==> images/met2.png <==
(4 px per um) Cells faint in the background.
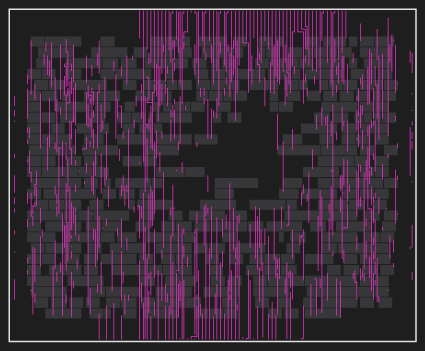
==> images/final_clocks.png <==
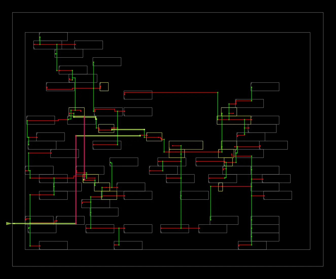
==> images/clock_map.png <==
(6 px per um)
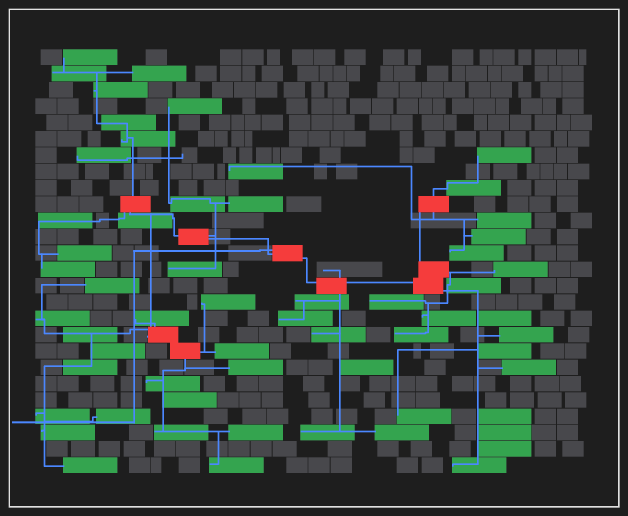
==> images/cell_classes.png <==
(4 px per um) Fill, decap, tap and diode cells in gray.
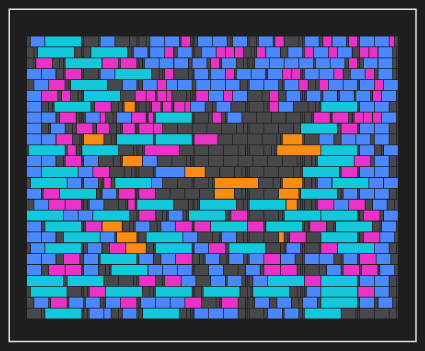
==> images/pins.png <==
(3 px per um) Pins as bars across the die edge, other pins in gray.
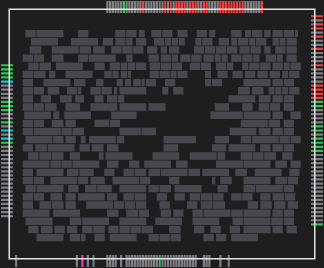
### config.mk
export PLATFORM = sky130hd
export DESIGN_NAME = ahb_sram_slave_if
export DESIGN_NICKNAME = d
export VERILOG_FILES = /design/src/rtl/ahb_sram_slave_if.sv
export SDC_FILE = /design/constraint.sdc
export NUM_CORES = 1
export LEC_CHECK = 0
export CORE_ASPECT_RATIO = 0.8
export CORE_MARGIN = 4
export CORE_UTILIZATION = 37
export DETAILED_ROUTE_END_ITERATION = 8
export PLACE_DENSITY = 0.95
export SETUP_SLACK_MARGIN = 0.2
export SLEW_MARGIN = 30
export SYNTH_ARGS = -nofsm -noshare
export SYNTH_HDL_FRONTEND = slang
export SYNTH_SLANG_ARGS = --single-unit
### constraint.sdc
create_clock -name HCLK -period 3.3 [get_ports HCLK]
set_input_delay 0.33 -clock HCLK [delete_from_list [all_inputs] [get_ports HCLK]]
set_output_delay 0.33 -clock HCLK [all_outputs]
set_load 0.05 [all_outputs]
### src/rtl/ahb_sram_slave_if.sv
`timescale 1ns/1ps
// AHB-Lite slave front end for an SRAM controller: one request pulse per legal
// transfer, two-cycle ERROR response for out-of-range or misaligned accesses.
module ahb_sram_slave_if #(
  parameter int AHB_DWIDTH = 32,
  parameter int MEM_BYTES  = 2048
) (
  input  logic                  HCLK,
  input  logic                  HRESETN,
  input  logic                  HSEL,
  input  logic [19:0]           HADDR,
  input  logic [1:0]            HTRANS,
  input  logic                  HWRITE,
  input  logic [2:0]            HSIZE,
  input  logic                  HREADYIN,
  input  logic [AHB_DWIDTH-1:0] HWDATA,
  output logic                  HREADYOUT,
  output logic [1:0]            HRESP,
  output logic [AHB_DWIDTH-1:0] HRDATA,
  output logic                  ahbsram_req,
  output logic                  ahbsram_write,
  output logic [2:0]            ahbsram_size,
  output logic [19:0]           ahbsram_addr,
  output logic [AHB_DWIDTH-1:0] ahbsram_wdata,
  input  logic                  sramahb_ack,
  input  logic [AHB_DWIDTH-1:0] sramahb_rdata,
  input  logic                  BUSY
);

  typedef enum logic [2:0] {S_IDLE, S_REQ, S_WAIT, S_ERR1, S_ERR2} state_t;

  localparam logic [20:0] MEM_LIMIT = 21'(MEM_BYTES);

  state_t                state_q, state_d;
  logic [19:0]           addr_q, addr_d;
  logic [2:0]            size_q, size_d;
  logic                  write_q, write_d;
  logic [AHB_DWIDTH-1:0] wdata_q, wdata_d;

  logic accept;
  logic illegal;
  logic can_accept;
  logic unused_htrans0;

  // HTRANS[0] only separates SEQ from NONSEQ, which this slave treats alike.
  assign unused_htrans0 = HTRANS[0];
  assign accept         = HSEL & HREADYIN & HTRANS[1];

  always_comb begin
    illegal = ({1'b0, HADDR} >= MEM_LIMIT)
           || (HSIZE > 3'b010)
           || ((HSIZE == 3'b001) && HADDR[0])
           || ((HSIZE == 3'b010) && (HADDR[1:0] != 2'b00));
  end

  always_comb begin
    state_d       = state_q;
    addr_d        = addr_q;
    size_d        = size_q;
    write_d       = write_q;
    wdata_d       = wdata_q;
    can_accept    = 1'b0;
    HREADYOUT     = 1'b1;
    HRESP         = 2'b00;
    HRDATA        = '0;
    ahbsram_req   = 1'b0;
    ahbsram_wdata = wdata_q;

    case (state_q)
      S_IDLE: can_accept = 1'b1;
      S_REQ: begin
        HREADYOUT = 1'b0;
        if (!BUSY) begin
          ahbsram_req   = 1'b1;
          ahbsram_wdata = HWDATA;
          wdata_d       = HWDATA;
          state_d       = S_WAIT;
        end
      end
      S_WAIT: begin
        HREADYOUT = sramahb_ack;
        if (sramahb_ack) begin
          can_accept = 1'b1;
          state_d    = S_IDLE;
          if (!write_q) HRDATA = sramahb_rdata;
        end
      end
      S_ERR1: begin
        HREADYOUT = 1'b0;
        HRESP     = 2'b01;
        state_d   = S_ERR2;
      end
      S_ERR2: begin
        HRESP      = 2'b01;
        can_accept = 1'b1;
        state_d    = S_IDLE;
      end
      default: state_d = S_IDLE;
    endcase

    // New address phases are only taken in cycles where this slave drives HREADYOUT high.
    if (can_accept && accept) begin
      addr_d  = HADDR;
      size_d  = HSIZE;
      write_d = HWRITE;
      state_d = illegal ? S_ERR1 : S_REQ;
    end
  end

  always_ff @(posedge HCLK or negedge HRESETN) begin
    if (!HRESETN) begin
      state_q <= S_IDLE;
      addr_q  <= '0;
      size_q  <= '0;
      write_q <= 1'b0;
      wdata_q <= '0;
    end else begin
      state_q <= state_d;
      addr_q  <= addr_d;
      size_q  <= size_d;
      write_q <= write_d;
      wdata_q <= wdata_d;
    end
  end

  assign ahbsram_addr  = addr_q;
  assign ahbsram_size  = size_q;
  assign ahbsram_write = write_q;

endmodule
==> flow_metrics.env <==
# source this file to load flow results
export IMPL_status="finished clean"
export IMPL_final_area_um2=4690
export IMPL_post_drt_wl_per_cell_um=16.3
export IMPL_nFillCells=474
export IMPL_synth_logic_top_family="multiplexers"
export IMPL_reg2reg_to="ahbsram_addr[2]"
export IMPL_htree_levels=3
export IMPL_bufAreaShareNonClock_pct=40.1
export IMPL_aoi_share_pct=2.09
export IMPL_clockBufferCount=11
export IMPL_die_area_um2=8380
export IMPL_finalNonFillerCells=458
export IMPL_yosysTopAreaCellShare_pct=57.3
export IMPL_clkCellAreaFrac_pct=4.61
export IMPL_crit_type="flip-flop to primary output"
export IMPL_inv_count=0
export IMPL_worstHoldPathType="primary input to asynchronous set/reset pin"
export IMPL_area_growth_pct=81.9
export IMPL_cts_tree="built"
export IMPL_final_common_cell="clkdlybuf4s50_1"
export IMPL_ctsRootBufferMaster="clkbuf_8"
export IMPL_reg2regPathDepth=3
export IMPL_fin_ws_ns=0.446
export IMPL_maxCapViolCount=0
export IMPL_crit_family="buffers and inverters"
export IMPL_post_route_min_period_ns=2.85
export IMPL_grt_max_degree=34
export IMPL_yosys_area_um2=2580
export IMPL_multiInputGateArea_um2=1010
export IMPL_grt_pass1_wl_um=11200
export IMPL_final_max_slew_violation_count=0
export IMPL_cts_buffers_inserted=9
export IMPL_ff2ff_setup_slack_ns=1.33
export IMPL_r2r_start="state_q[0]"
export IMPL_crit_chain="nor4b_4 -> buf_12 -> mux2_1 -> clkdlybuf4s50_1"
export IMPL_clk_pin_slew_worst_paths_ns=0.07
export IMPL_cts_path_max_buffers=2
export IMPL_tns_ns=0
export IMPL_nNetsFinal=466
export IMPL_timing_critical_path_to="ahbsram_wdata[30]"
export IMPL_n_antenna_cell=0
export IMPL_power_density_nw_per_um2=849
export IMPL_fmax_ghz=0.350
export IMPL_pre_cts_slack_ns=0.469
export IMPL_grt_pass1_vias=2248
export IMPL_xor_share_pct=0
export IMPL_avgSynthCellArea_um2=14.2
export IMPL_rows=26
## Picture notes: met2.png
wire length on this layer: 3960 um
share of all routed wire: 53%
main direction: vertical
vias: 2110
grt met2 use: 31.9%
WL final: 7450 um

## Picture notes: final_clocks.png
clock skew: 0.00797 ns
Power Clock: 0.707 mW

## Picture notes: clock_map.png
legend:
  flip-flops:
    color: green
    count: 59
  clock wires:
    color: blue
    length: 721 um
  cells driving clock nets:
    color: red
    count: 9
routed clock nets: 10
Clock Power Share: 17.8%
clk_lat worst skew: 0.31 ns

## Picture notes: cell_classes.png
legend:
  flip-flops:
    color: cyan
    cells: 59
    share_of_their_area: 32%
  clock drivers and dummy loads:
    color: orange
    cells: 15
    share_of_their_area: 4.7%
  all other logic:
    color: magenta
    cells: 112
    share_of_their_area: 22%
  other buffers and delay cells:
    color: blue
    cells: 188
    share_of_their_area: 41%

## Picture notes: pins.png
legend:
  HRDATA:
    color: red
    pins: 32
    direction: output
    edge: 22 north, 10 east
  ahbsram_req:
    color: magenta
    pins: 1
    direction: output
    edge: south
  HSIZE:
    color: cyan
    pins: 3
    direction: input
    edge: west
  HADDR:
    color: green
    pins: 20
    direction: input
    edge: 9 west, 9 east, 1 north, 1 south
all pins by edge: 57 north, 52 east, 41 south, 38 west
port buffer count: 185
Die X: 101 um
die height: 82.7 um

power by group:
group / leakage (nW) / internal [mW] / switching, mW / total, mW
logic: 1.10 / 0.796 / 1.38 / 2.18
clock network: 0.102 / 0.442 / 0.265 / 0.707
registers: 0.709 / 0.996 / 0.0968 / 1.09
total: 1.91 / 2.23 / 1.75 / 3.98
synth_stat cells, drive strengths merged:
master / instances
mux2i: 1
o2bb2ai: 1
nand4b: 1
nor2: 4
o2111ai: 1
nor2b: 2
a21o: 1
conb: 1
or2: 1
nor4bb: 1
dfrtp: 59
clkbuf: 3
nor4b: 1
and3: 1
nor3: 1
o21bai: 1
a21oi: 2
mux2: 56
buf: 8
and2: 33
nand2b: 1
nor4: 2
metal layers:
metal  routed length (um)  up-vias
met2                 3960       95
li1                     -      997
met3                  689        4
met4                   48        0
met5                    0        -
met1                 2750     1014
No activity file was given, so power comes from the tool's default toggle rates.
